**src/rtl/tick_gen.sv**
```systemverilog
`default_nettype none
// ============================================================================
//  Module      : tick_gen
//  Description : Multi-channel periodic / one-shot tick generator with
//                shadowed runtime divisor and mode updates. Optional square
//                wave outputs are enabled with the TICK_GEN_SQUARE_EN macro.
//  Revision    : 1.0 - initial release
// ============================================================================
module tick_gen #(
    parameter int NUM_CH      = 2,
    parameter int CNT_W       = 25,
    parameter int DEFAULT_DIV = 24000,
    parameter int CH_W        = (NUM_CH > 1) ? $clog2(NUM_CH) : 1
) (
    input  logic              int_osc,
    input  logic              nreset,
    input  logic [NUM_CH-1:0] ch_en,
    input  logic              cfg_valid,
    output logic              cfg_ready,
    input  logic [CH_W-1:0]   cfg_ch,
    input  logic [CNT_W-1:0]  cfg_div,
    input  logic              cfg_mode,
    output logic [NUM_CH-1:0] tick,
    output logic [NUM_CH-1:0] busy,
    output logic [NUM_CH-1:0] sq
);

    typedef enum logic [1:0] {
        ST_IDLE = 2'd0,
        ST_RUN  = 2'd1,
        ST_DONE = 2'd2
    } state_t;

    localparam logic [CNT_W-1:0] DIV_RST = CNT_W'(DEFAULT_DIV);

    logic [NUM_CH-1:0] pending_w;

    // Out-of-range channel indices match no channel, so they read ready and are dropped.
    always_comb begin
        cfg_ready = 1'b1;
        for (int i = 0; i < NUM_CH; i++) begin
            if (cfg_ch == CH_W'(i)) begin
                cfg_ready = ~pending_w[i];
            end
        end
    end

    for (genvar g = 0; g < NUM_CH; g++) begin : g_ch
        state_t           state_q, state_d;
        logic [CNT_W-1:0] cnt_q, cnt_d;
        logic [CNT_W-1:0] div_q, div_d;
        logic [CNT_W-1:0] sh_div_q, sh_div_d;
        logic             mode_q, mode_d;
        logic             sh_mode_q, sh_mode_d;
        logic             pend_q, pend_d;
        logic             tick_q, tick_d;
        logic [CNT_W-1:0] last_cnt;
        logic             wrap;
        logic             accept;

        // A divisor of 0 behaves like 1: the counter compares against 0.
        assign last_cnt = (div_q == '0) ? '0 : div_q - CNT_W'(1);
        assign wrap     = (cnt_q == last_cnt);
        assign accept   = cfg_valid && !pend_q && (cfg_ch == CH_W'(g));

        always_comb begin
            state_d   = state_q;
            cnt_d     = cnt_q;
            div_d     = div_q;
            mode_d    = mode_q;
            sh_div_d  = sh_div_q;
            sh_mode_d = sh_mode_q;
            pend_d    = pend_q;
            tick_d    = 1'b0;

            case (state_q)
                ST_IDLE: begin
                    cnt_d = '0;
                    if (ch_en[g]) begin
                        state_d = ST_RUN;
                    end
                end
                ST_RUN: begin
                    if (!ch_en[g]) begin
                        state_d = ST_IDLE;
                        cnt_d   = '0;
                    end else if (wrap) begin
                        cnt_d  = '0;
                        tick_d = 1'b1;
                        if (mode_q) begin
                            state_d = ST_DONE;
                        end
                    end else begin
                        cnt_d = cnt_q + CNT_W'(1);
                    end
                end
                ST_DONE: begin
                    cnt_d = '0;
                    if (!ch_en[g]) begin
                        state_d = ST_IDLE;
                    end
                end
                default: begin
                    state_d = ST_IDLE;
                    cnt_d   = '0;
                end
            endcase

            // A running channel only swaps at a genuine wrap; a disable defers it one edge.
            if (pend_q && ((state_q != ST_RUN) || (ch_en[g] && wrap))) begin
                div_d  = sh_div_q;
                mode_d = sh_mode_q;
                pend_d = 1'b0;
            end

            if (accept) begin
                sh_div_d  = cfg_div;
                sh_mode_d = cfg_mode;
                pend_d    = 1'b1;
            end
        end

        always_ff @(posedge int_osc or negedge nreset) begin
            if (!nreset) begin
                state_q   <= ST_IDLE;
                cnt_q     <= '0;
                div_q     <= DIV_RST;
                mode_q    <= 1'b0;
                sh_div_q  <= '0;
                sh_mode_q <= 1'b0;
                pend_q    <= 1'b0;
                tick_q    <= 1'b0;
            end else begin
                state_q   <= state_d;
                cnt_q     <= cnt_d;
                div_q     <= div_d;
                mode_q    <= mode_d;
                sh_div_q  <= sh_div_d;
                sh_mode_q <= sh_mode_d;
                pend_q    <= pend_d;
                tick_q    <= tick_d;
            end
        end

        assign tick[g]      = tick_q;
        assign busy[g]      = (state_q == ST_RUN);
        assign pending_w[g] = pend_q;

`ifdef TICK_GEN_SQUARE_EN
        logic sq_q, sq_d;

        always_comb begin
            sq_d = sq_q;
            if (state_d == ST_IDLE) begin
                sq_d = 1'b0;
            end else if (tick_d) begin
                sq_d = ~sq_q;
            end
        end

        always_ff @(posedge int_osc or negedge nreset) begin
            if (!nreset) begin
                sq_q <= 1'b0;
            end else begin
                sq_q <= sq_d;
            end
        end

        assign sq[g] = sq_q;
`else
        assign sq[g] = 1'b0;
`endif
    end

endmodule
`default_nettype wire

```
**config.mk**
```make
export PLATFORM = sky130hd
export DESIGN_NAME = tick_gen
export DESIGN_NICKNAME = d
export VERILOG_FILES = /design/src/rtl/tick_gen.sv
export SDC_FILE = /design/constraint.sdc
export NUM_CORES = 1
export LEC_CHECK = 0
export ABC_AREA = 1
export CORE_AREA = 2 2 133 135
export CTS_CLUSTER_DIAMETER = 40
export DETAILED_ROUTE_END_ITERATION = 8
export DIE_AREA = 0 0 135 137
export PLACE_DENSITY_LB_ADDON = 0.05
export REMOVE_ABC_BUFFERS = 1
export SYNTH_ARGS = -nofsm -noshare
export SYNTH_HDL_FRONTEND = slang
export SYNTH_SLANG_ARGS = --single-unit
```
**constraint.sdc**
```tcl
create_clock -name int_osc -period 2.3 [get_ports int_osc]
set_input_delay 0.345 -clock int_osc [delete_from_list [all_inputs] [get_ports int_osc]]
set_output_delay 0.345 -clock int_osc [all_outputs]
set_load 0.1 [all_outputs]
```
Fig. 1: met3 routing
The bar under the picture is 50 um long.
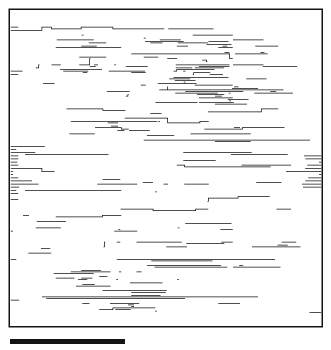
The wires run mostly horizontal. The layer carries 2450 um of wire. The layer holds 8.2% of the routed length. 163 nets have wire on it.

Fig. 2: M2 wires
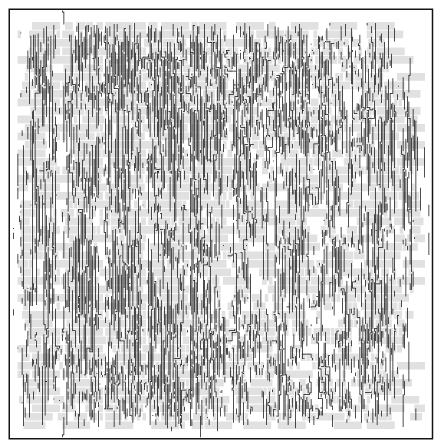
1323 nets have wire on it. The layer holds 45% of the routed length.
routed via count: 9856
met2 usage: 43.85%
final wirelength: 29.87 mm

==> impl_metrics.toml <==
# generated from flow reports
[power]
p_int_w = 0.009830
clock_power_share_pct = 17.4
powerDensity_mw_per_mm2 = 1290
power.net_switching_w = 0.007507

[floorplan]
core.rowCount = 48
ioPinCount = 39

[layout]
fillers = 1195
final_area_sq_mm = 0.01344
layout_top_cells = "nand2_1 (356), buf_4 (163), dfrtp_1 (145), inv_1 (139), nor2_1 (124)"
inv_count = 149
logic_area_sq_mm = 0.005469

[cts]
cts_tree = "yes"
path_clk_slew_ns = 0.07
clockRootBuffer = "clkbuf_16"

[critical_path]
crit_fanout = 7
crit_path_start = "g_ch[1].div_q[17]$_DFFE_PN0P_"
rr_startpoint = "g_ch[1].div_q[17]$_DFFE_PN0P_"
cp_top_family = "simple AND/OR/NAND/NOR gates"

[timing]
setup_viol = 110
setup_ws_ns = -0.5166
skew_ns = 0.01310

[job]
openroad.warnings = 27

[drt]
drc = 0
dr.first_iter.drc_count = 856
vias_per_cell = 5.512

[logic_synthesis]
yosys.cell_count.top_type = "nand2_1"
avgSynthCellArea_sq_um = 7.130
syn_area_sq_mm = 0.009419
top_cells_by_area = "dfrtp_1 (39%), nand2_1 (16%), nand3_1 (8.1%), nor2_1 (6.9%), inv_1 (5.8%)"
yosys_area_sq_mm = 0.009419
ys_sh_mux_pct = 0

[status]
status = "finished with violations"
violations = "negative setup slack"

[global_route]
grt_pass1_vias = 8639
grt_pass1_wl_mm = 43.51
grt_max_degree = 54

[placement]
dpl_cell_area_sq_mm = 0.01114
Fig. 3: selected gate families
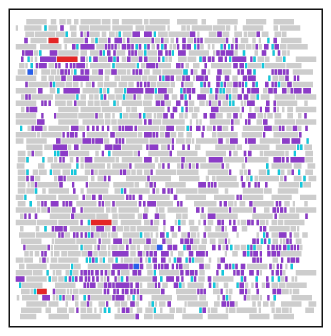
Blue stands for non-inverting ao/oa cells, cells 3. Cyan stands for inv cells, cells 149, where all over the die. Red stands for fa/ha/maj cells, cells 4. Purple stands for nand cells, cells 621, where all over the die.
Cell Count, Final, Fillers Out: 1788
Top cell excl fill/tap: nand2_1
combinational share of cell area: 40.69%

Fig. 4: sequential cells coloured by netlist name
Other sequential cells in the stronger grey, the rest of the logic in the fainter grey.
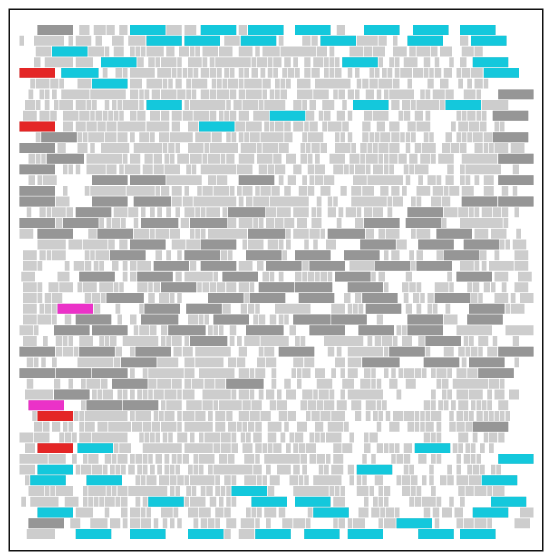
Magenta stands for g_ch.pend_q, sequential cells 2. Red stands for g_ch.state_q, sequential cells 4. Cyan stands for g_ch.cnt_q, sequential cells 50, where all over the die.
Another 106 sequential cells are not coloured.
FF/Latch Area: 0.004075 sq mm
P_seq: 0.00442 W
fraction of area in registers: 30.32%
Core Util, Final: 78.80%

-- worst max-delay path by stage --
| stage | end | slack (ns) | cells after the start |
|---|---|---|---|
| final | g_ch[1].div_q[24]$_DFFE_PN0P_ | -0.52 | 18 |
| after global routing | g_ch[0].div_q[7]$_DFFE_PN1P_ | -0.65 | 21 |
| after CTS | g_ch[1].div_q[4]$_DFFE_PN0P_ | -0.32 | 19 |
| after detailed placement | g_ch[1].div_q[23]$_DFFE_PN0P_ | -0.43 | 18 |
| after global placement | g_ch[1].div_q[13]$_DFFE_PN0P_ | -0.41 | 17 |
| after floorplan | cfg_ready | -0.90 | 1 |
-- layer usage --
metal,track usage (%),up-vias,share of wire (%)
met3,5.741,33,8.2
met2,43.85,360,45
met1,46.19,4783,45
met4,5.729,0,1.1
li1,-,4680,-
met5,0,-,0
-- what timing repair did --
item | CTS | global route
hold buffers | 1 | 0
resized | 60 | 202
cloned | 8 | 10
endpoints found under the hold margin | 39 | 0
setup buffers | 17 | 12
endpoints found under the setup margin | 110 | 110
pin swaps | 24 | 92
-- metrics by stage --
step | setup TNS [ns] | worst slack, ns | power, W | utilization, %
final | -42.31 | -0.5166 | 0.01734 | 78.80
after global routing | -59.20 | -0.6549 | 0.01837 | 78.80
after CTS | -26.54 | -0.3204 | 0.01549 | 72.51
after detailed placement | -38.51 | -0.4338 | 0.01146 | 65.32
after global placement | -33.21 | -0.4100 | 0.01131 | 65.32
after floorplan | -43.88 | -0.9047 | 0.008304 | -
-- state kept, by name, summed over array words and instances (netlist names) --
signal	cells
g_ch.cnt_q	50
g_ch.sh_mode_q	2
g_ch.state_q	4
g_ch.mode_q	2
g_ch.tick_q	2
g_ch.pend_q	2
g_ch.sh_div_q	50
g_ch.div_q	50
Power figures rest on the tool's default switching activity, not on a simulated workload.
